$ cat src/rtl/id_fwd_pkg.sv
// Shared constants, stall-cause encoding and the bypass-select helper for the
// ID-stage operand forwarding and hazard unit.
package id_fwd_pkg;

  localparam int DATA_W_DEF = 32;
  localparam int ADDR_W_DEF = 5;
  localparam int MAX_DEPTH  = 16;
  localparam int SEL_W      = $clog2(MAX_DEPTH);

  typedef enum logic [2:0] {
    NONE     = 3'd0,
    LOAD_USE = 3'd1,
    RAW_LONG = 3'd2,
    WAW_LONG = 3'd3,
    LR_FULL  = 3'd4
  } stall_cause_e;

  typedef struct packed {
    logic             hit;
    logic [SEL_W-1:0] idx;
  } fwd_sel_t;

  // Picks the youngest (lowest-index) downstream stage whose destination matches.
  function automatic fwd_sel_t fwd_select(input logic [MAX_DEPTH-1:0] match);
    fwd_sel_t sel;
    sel = '0;
    for (int k = MAX_DEPTH - 1; k >= 0; k--) begin
      if (match[k]) begin
        sel.hit = 1'b1;
        sel.idx = SEL_W'(k);
      end
    end
    return sel;
  endfunction

endpackage

$ cat src/rtl/id_scoreboard.sv
// Pending-register scoreboard for long-latency (mul/div) results: pending bits,
// outstanding counter, and the set/clear/full decisions.
module id_scoreboard
  import id_fwd_pkg::*;
#(
  parameter int ADDR_W = ADDR_W_DEF,
  parameter int LR_MAX = 4
) (
  input  logic                   clk,
  input  logic                   rst,
  input  logic                   set_en,
  input  logic [ADDR_W-1:0]      set_addr,
  input  logic                   done,
  input  logic [ADDR_W-1:0]      done_addr,
  output logic [2**ADDR_W-1:0]   pend_live,
  output logic                   full_block,
  output logic                   lr_full
);

  localparam int NREG  = 2**ADDR_W;
  localparam int CNT_W = $clog2(LR_MAX + 1);
  localparam logic [CNT_W-1:0] CNT_MAX = CNT_W'(LR_MAX);

  logic [NREG-1:0]  pending;
  logic [NREG-1:0]  pending_nxt;
  logic [CNT_W-1:0] count;
  logic [CNT_W-1:0] count_nxt;
  logic             set_ok;
  logic             done_ok;

  // A completion only counts if it retires something we are actually waiting on.
  assign set_ok  = set_en && (set_addr != '0);
  assign done_ok = done && pending[done_addr];

  always_comb begin
    pend_live = pending;
    if (done_ok) pend_live[done_addr] = 1'b0;
  end

  always_comb begin
    pending_nxt = pend_live;
    if (set_ok) pending_nxt[set_addr] = 1'b1;
    count_nxt = count;
    if (set_ok && !done_ok)      count_nxt = count + 1'b1;
    else if (!set_ok && done_ok) count_nxt = count - 1'b1;
  end

  always_ff @(posedge clk or negedge rst) begin
    if (!rst) begin
      pending <= '0;
      count   <= '0;
    end else begin
      pending <= pending_nxt;
      count   <= count_nxt;
    end
  end

  assign full_block = (count == CNT_MAX) && !done_ok;
  assign lr_full    = rst && (count == CNT_MAX);

endmodule

$ cat src/rtl/id_fwd_scoreboard.sv
// ID-stage operand bypass, load-use/long-latency hazard detection and stall.
// Optional stall statistics counters are built when ID_FWD_STATS_EN is defined.
module id_fwd_scoreboard
  import id_fwd_pkg::*;
#(
  parameter int NUM_RD = 2,
  parameter int DATA_W = DATA_W_DEF,
  parameter int ADDR_W = ADDR_W_DEF,
  parameter int DEPTH  = 2,
  parameter int LR_MAX = 4
) (
  input  logic                     clk,
  input  logic                     rst,
  input  logic                     id_valid,
  input  logic [NUM_RD-1:0]        id_rd_en,
  input  logic [NUM_RD*ADDR_W-1:0] id_rd_addr,
  input  logic [NUM_RD*DATA_W-1:0] id_rf_data,
  input  logic                     id_wr_en,
  input  logic [ADDR_W-1:0]        id_wr_addr,
  input  logic                     id_is_long,
  input  logic [DEPTH-1:0]         st_wr_en,
  input  logic [DEPTH*ADDR_W-1:0]  st_wr_addr,
  input  logic [DEPTH*DATA_W-1:0]  st_wr_data,
  input  logic [DEPTH-1:0]         st_data_ok,
  input  logic                     lr_done,
  input  logic [ADDR_W-1:0]        lr_done_addr,
  input  logic [DATA_W-1:0]        lr_done_data,
  output logic [NUM_RD*DATA_W-1:0] id_rd_data,
  output logic                     stall,
  output logic                     lr_full,
  output logic [31:0]              stall_cnt,
  output logic [31:0]              lu_stall_cnt
);

  logic [2**ADDR_W-1:0] pend_live;
  logic                 full_block;
  logic [NUM_RD-1:0]    lu_port;
  logic [NUM_RD-1:0]    raw_port;
  logic [4:0]           cause;
  logic                 accept;

  for (genvar p = 0; p < NUM_RD; p++) begin : g_port
    logic [ADDR_W-1:0]    addr;
    logic                 active;
    logic [MAX_DEPTH-1:0] match;
    fwd_sel_t             sel;
    logic [DATA_W-1:0]    stage_data;
    logic                 stage_ok;
    logic [DATA_W-1:0]    data;

    assign addr   = id_rd_addr[p*ADDR_W +: ADDR_W];
    assign active = id_rd_en[p] && (addr != '0);

    always_comb begin
      match = '0;
      for (int k = 0; k < DEPTH; k++)
        match[k] = st_wr_en[k] && (st_wr_addr[k*ADDR_W +: ADDR_W] == addr);
    end

    assign sel = fwd_select(match);

    always_comb begin
      stage_data = '0;
      stage_ok   = 1'b1;
      for (int k = 0; k < DEPTH; k++) begin
        if (int'(sel.idx) == k) begin
          stage_data = st_wr_data[k*DATA_W +: DATA_W];
          stage_ok   = st_data_ok[k];
        end
      end
    end

    always_comb begin
      data = id_rf_data[p*DATA_W +: DATA_W];
      if (!active)                                  data = '0;
      else if (sel.hit)                             data = stage_data;
      else if (lr_done && (lr_done_addr == addr))   data = lr_done_data;
    end

    assign lu_port[p]  = active && sel.hit && !stage_ok;
    assign raw_port[p] = active && pend_live[addr];
    assign id_rd_data[p*DATA_W +: DATA_W] = rst ? data : '0;
  end

  // Each bit of cause is one hazard source; several may be active together.
  always_comb begin
    cause           = '0;
    cause[LOAD_USE] = |lu_port;
    cause[RAW_LONG] = |raw_port;
    cause[WAW_LONG] = id_wr_en && pend_live[id_wr_addr];
    cause[LR_FULL]  = id_wr_en && id_is_long && full_block;
  end

  assign stall  = rst && id_valid && (|cause);
  assign accept = id_valid && !stall;

  id_scoreboard #(
    .ADDR_W (ADDR_W),
    .LR_MAX (LR_MAX)
  ) u_scoreboard (
    .clk        (clk),
    .rst        (rst),
    .set_en     (accept && id_wr_en && id_is_long),
    .set_addr   (id_wr_addr),
    .done       (lr_done),
    .done_addr  (lr_done_addr),
    .pend_live  (pend_live),
    .full_block (full_block),
    .lr_full    (lr_full)
  );

`ifdef ID_FWD_STATS_EN
  logic [31:0] stall_total;
  logic [31:0] lu_total;

  always_ff @(posedge clk or negedge rst) begin
    if (!rst) begin
      stall_total <= '0;
      lu_total    <= '0;
    end else begin
      if (stall && (stall_total != '1))                    stall_total <= stall_total + 1'b1;
      if (stall && cause[LOAD_USE] && (lu_total != '1))    lu_total    <= lu_total + 1'b1;
    end
  end

  assign stall_cnt    = stall_total;
  assign lu_stall_cnt = lu_total;
`else
  assign stall_cnt    = '0;
  assign lu_stall_cnt = '0;
`endif

endmodule

$ cat config.mk
export PLATFORM = sky130hd
export DESIGN_NAME = id_fwd_scoreboard
export DESIGN_NICKNAME = d
export VERILOG_FILES = /design/src/rtl/id_fwd_pkg.sv /design/src/rtl/id_scoreboard.sv /design/src/rtl/id_fwd_scoreboard.sv
export SDC_FILE = /design/constraint.sdc
export NUM_CORES = 1
export LEC_CHECK = 0
export CORE_ASPECT_RATIO = 1.1
export CORE_MARGIN = 2
export CORE_UTILIZATION = 42
export DETAILED_ROUTE_END_ITERATION = 12
export PLACE_DENSITY = 0.86
export SLEW_MARGIN = 5
export SYNTH_ARGS = -nofsm -noshare
export SYNTH_HDL_FRONTEND = slang
export SYNTH_SLANG_ARGS = --single-unit
$ cat constraint.sdc
create_clock -name clk -period 4.7 [get_ports clk]
set_input_delay 0.94 -clock clk [delete_from_list [all_inputs] [get_ports clk]]
set_output_delay 0.94 -clock clk [all_outputs]
set_load 0.02 [all_outputs]
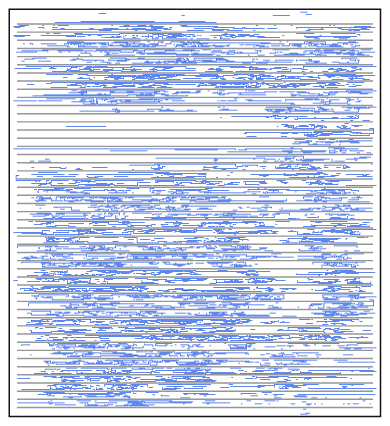
Fig. 1. Signal wires on met1 (run 1).
(3 px per um) Supply wires on this layer in gray.
main direction: horizontal
wire length on this layer: 11400 um
nets with wire on the layer: 1259
global routing usage on met1: 43.1%
WL final: 31200 um

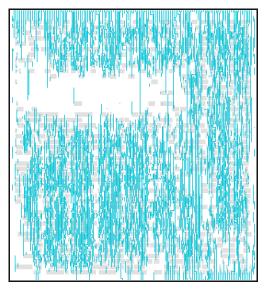
Fig. 2. Metal 2 (run 1).
(2 px per um)
longest straight run: 70.2 um
main direction: vertical
share of all routed wire: 45%
nets with wire on the layer: 1237
met2 GRT Util: 54.3%
Vias: 8652

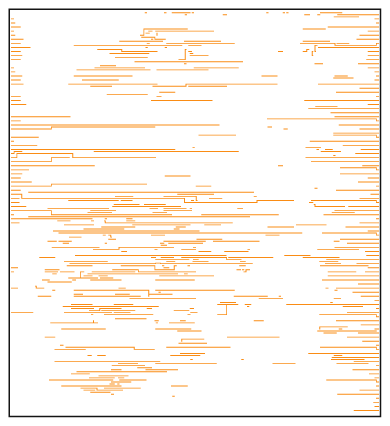
Fig. 3. Metal 3 (run 1).
(3 px per um)
longest straight run: 81.0 um
share of all routed wire: 14%
main direction: horizontal
nets with wire on the layer: 327
GR Util met3: 11.9%

==> ci_impl_report.md, run 1 <==
### Yosys + OpenROAD results

| Metric | Value |
|---|---|
| DP HPWL | 24600 um |
| Hold Fails Final Rpt | 0 |
| Post-layout util | 68.1% |
| Setup Viol. Count Final | 0 |
| Combinational power share | 52.7% |
| Setup bufs post-CTS | 2 |
| Critical R2R Launch | u_scoreboard.pending[2] |
| Clock Path Buffers | 2 |
| Syn Std Cell Area | 6570 um2 |
| Post-Synthesis Cells | 916 |
| LEAKAGE | 4.30 nW |
| Top cells by area | dfrtp_1, mux2i_1, nor2_1 |
| # IOs | 332 |
| GRT overflow | 0 |
| Net Sw Frac | 38.7% |
| Clock latency at the later pin of the worst-skew pair | 0.28 ns |
| Hold_buf cts | 0 |
| First-pass GRT wire length | 45000 um |
| Adder Share, Synth | 0.495% |
| CTS tree | yes |
| Flop share of the area | 8.48% |
| Clock Pin Slew Worst Setup and Hold Paths | 0.05 ns |
| Hold Path Origin | u_scoreboard.count[2] |
| Flip-flops with a built-in enable | 0 |
| Share of cells above drive strength 1 | 17.1% |
| Cycle use final | 97.9% |
| Antenna-violating nets left | 0 |
| Status | finished, final reports clean |
| Fillers | 1264 |
| Met3 WL | 4290 um |
| Max cap viols | 0 |
| Min-Delay Path Depth | 1 |
| Worst-margin pin slew | 0.689 ns |
| Ys cells | 916 |
| Max transition margin | 54.1% |
| Yosys simple share | 23.1% |
| Largest class | logic gates |
| Critical Path AT | 3.66 ns |
| Pin count of the biggest net entering global routing | 65 |
| CTS Buf Count | 5 |
| Delay-heaviest family, CP | buffers and inverters |
| Worst R2R Path Depth | 17 |
| Commonest cells in the netlist | nor2_1, mux2i_1, a21oi_1 |
| Max incr delay on CP | 0.49 ns |
| Row count | 47 |
| CTS sink cnt | 35 |
| Chip height | 135 um |
| Worst Clk Skew | 0.00543 ns |
| Flip-flops | 35 |
| Placer Congestion | 1.08 |
| Sw power | 665 uW |
| Reg2reg end | u_scoreboard.count[1] |
| Die x size | 123 um |
| CP bufs+invs | 5 |
| Clock H-tree levels | 2 |
| Area leader, netlist | dfrtp_1 |
| Seq share, synth | 13.3% |
| Slowest CP cell | clkdlybuf4s50_1 |
| Pwr/cell area | 166 nW/um2 |
| Comb. cell area | 5170 um2 |
| CP Max Fanout | 3 |
| Total GRT Usage | 34.9% |
| Setup slack at placement | -0.590 ns |
| Post-DP Area | 10100 um2 |
| Root Driver | clkbuf_16 |
| Log Warnings | 27 |
| Worst Setup EP | stall |
| Crit. End Element | output pin |
| Chip area in the Yosys report | 6570 um2 |
| Synth flops | 35 |
| Initial antenna violation count | 13 |
| Busiest layer in global routing | met2 |
| Highest Signal Layer | met5 |
| Max reg flops | 32 |
| Die Area | 16700 um2 |
| Number of logic gates | 785 |
| Metal2 WL | 14000 um |
| Hold EP | u_scoreboard.count[2] |
| Distinct lib cells used | 64 |
| Resized Gates After CTS | 78 |
| Combinational power | 906 uW |
| Flop area | 876 um2 |
| Total power | 1.72 mW |
| CP required | 3.76 ns |
| Max VDD drop | 0.248 mV |
| FMAX | 217 MHz |
| Avg Inst Size Synth | 7.18 um2 |
| Main synth FF type | dfrtp_1 |
| Clock power frac | 22.1% |
| Most frequent cell after synthesis | nor2_1 |
run 1: cell usage in the layout, fill, tap and decap left out, types with 5 or more instances in the layout:
cell             instances
nor4_1                  10
nand3_1                 35
dfrtp_1                 35
nand2b_1                 9
nor3_1                  17
xnor2_1                 13
mux2i_1                 82
o21ai_0                 52
nand3b_1                 8
o31ai_2                  9
diode_2                  8
buf_12                  10
a31oi_1                  9
nand2_1                 31
a211oi_1                68
clkdlybuf4s50_1        196
nor3b_1                  8
xor2_1                  23
o22ai_1                  5
mux4_2                  15
nor2b_1                  6
clkbuf_16                6
inv_1                    8
o31ai_1                 15
buf_4                  126
conb_1                  64
a21oi_1                 77
dlygate4sd2_1           63
or3_1                    7
nor2_1                 146
buf_6                    7
==> inputs of run 2 (changes only) <==
==> constraint.sdc (replaced) <==
create_clock -name clk -period 4.7 [get_ports clk]
set_input_delay 0.47 -clock clk [delete_from_list [all_inputs] [get_ports clk]]
set_output_delay 0.47 -clock clk [all_outputs]
set_load 0.02 [all_outputs]
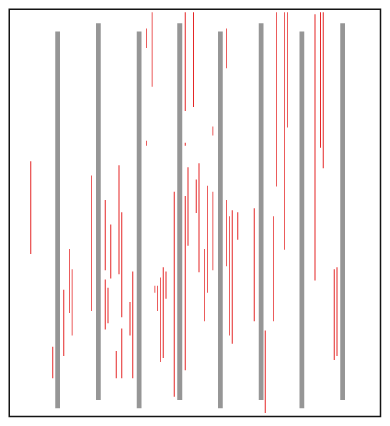
Fig. 4. Signal wires on met4 (run 2).
(3 px per um) Supply wires on this layer in gray.
nets with wire on the layer: 48
wire length on this layer: 1470 um
WL final: 30800 um
Vias: 8342

==> ci_impl_report.md, run 2 <==
### Yosys + OpenROAD results

| Metric | Value |
|---|---|
| Status | finished, final reports clean |
| Setup Viol. Count Final | 0 |
| Net Sw Frac | 39.2% |
| Die Area | 16700 um2 |
| Row count | 47 |
| Slowest CP cell | clkdlybuf4s50_1 |
| Highest Signal Layer | met5 |
| Busiest layer in global routing | met2 |
| Root Driver | clkbuf_16 |
| Cycle use final | 96.1% |
| Top cells by area | dfrtp_1, mux2i_1, nor2_1 |
| Worst Clk Skew | 0.00566 ns |
| Post-Synthesis Cells | 916 |
| Ys cells | 916 |
| Flip-flops with a built-in enable | 0 |
| CTS tree | yes |
| CTS Buf Count | 5 |
| Combinational power share | 52.5% |
| Syn Std Cell Area | 6570 um2 |
| Max cap viols | 0 |
| Sw power | 645 uW |
| Clock power frac | 21.1% |
| Clock Path Buffers | 2 |
| Combinational power | 864 uW |
| Log Warnings | 26 |
| LEAKAGE | 3.58 nW |
| Avg Inst Size Synth | 7.18 um2 |
| Total GRT Usage | 35.0% |
| Setup slack at placement | 0.0785 ns |
| Worst R2R Path Depth | 15 |
| Metal2 WL | 13900 um |
| GRT overflow | 0 |
| Max VDD drop | 0.257 mV |
| Post-layout util | 63.7% |
| Synth flops | 35 |
| Main synth FF type | dfrtp_1 |
| Hold Fails Final Rpt | 0 |
| GR Util met3 | 10.6% |
| # IOs | 332 |
| Met3 WL | 4200 um |
| Worst Setup EP | stall |
| Clock Pin Slew Worst Setup and Hold Paths | 0.06 ns |
| Distinct lib cells used | 64 |
| Post-DP Area | 9470 um2 |
| Pin count of the biggest net entering global routing | 65 |
| Worst-margin pin slew | 0.724 ns |
| FMAX | 221 MHz |
| Die x size | 123 um |
| Initial antenna violation count | 10 |
| Max transition margin | 51.7% |
| Chip area in the Yosys report | 6570 um2 |
| Adder Share, Synth | 0.495% |
| Critical Path AT | 4.05 ns |
| CP required | 4.23 ns |
| Most frequent cell after synthesis | nor2_1 |
| Commonest cells in the netlist | nor2_1, mux2i_1, a21oi_1 |
| First-pass GRT wire length | 44400 um |
| Max incr delay on CP | 0.69 ns |
| Antenna-violating nets left | 0 |
| Crit. End Element | output pin |
| Global routing usage on met1 | 44.4% |
## run 2: cell count changes in the layout (fill, tap and decap cells not counted), sizes merged
cell / before / now
dlymetal6s2s: 3 / 0
bufinv: 1 / 0
dlygate4sd2: 63 / 0
diode: 8 / 10
clkinv: 2 / 0
clkdlybuf4s50: 196 / 266
clkbuf: 9 / 8
buf: 145 / 67
## run 2: repair_timing
action                                 CTS  global route
setup buffers                            0             0
setup endpoints to repair                0             1
gates resized                            0             2
hold buffers                             0             0
endpoints found under the hold margin    0             0
## run 2: cell type report
class                      count  area [um2]  area share, %
sequential                    35         876           9.06
antenna                       10        25.0          0.259
inverter                       8        30.0          0.311
multi-input combinational    785        5110           52.8
tap                          196         245           2.54
clock buffer                   8         156           1.62
timing repair buffer         333        3230           33.4
Power is estimated from default activity; no workload was simulated.
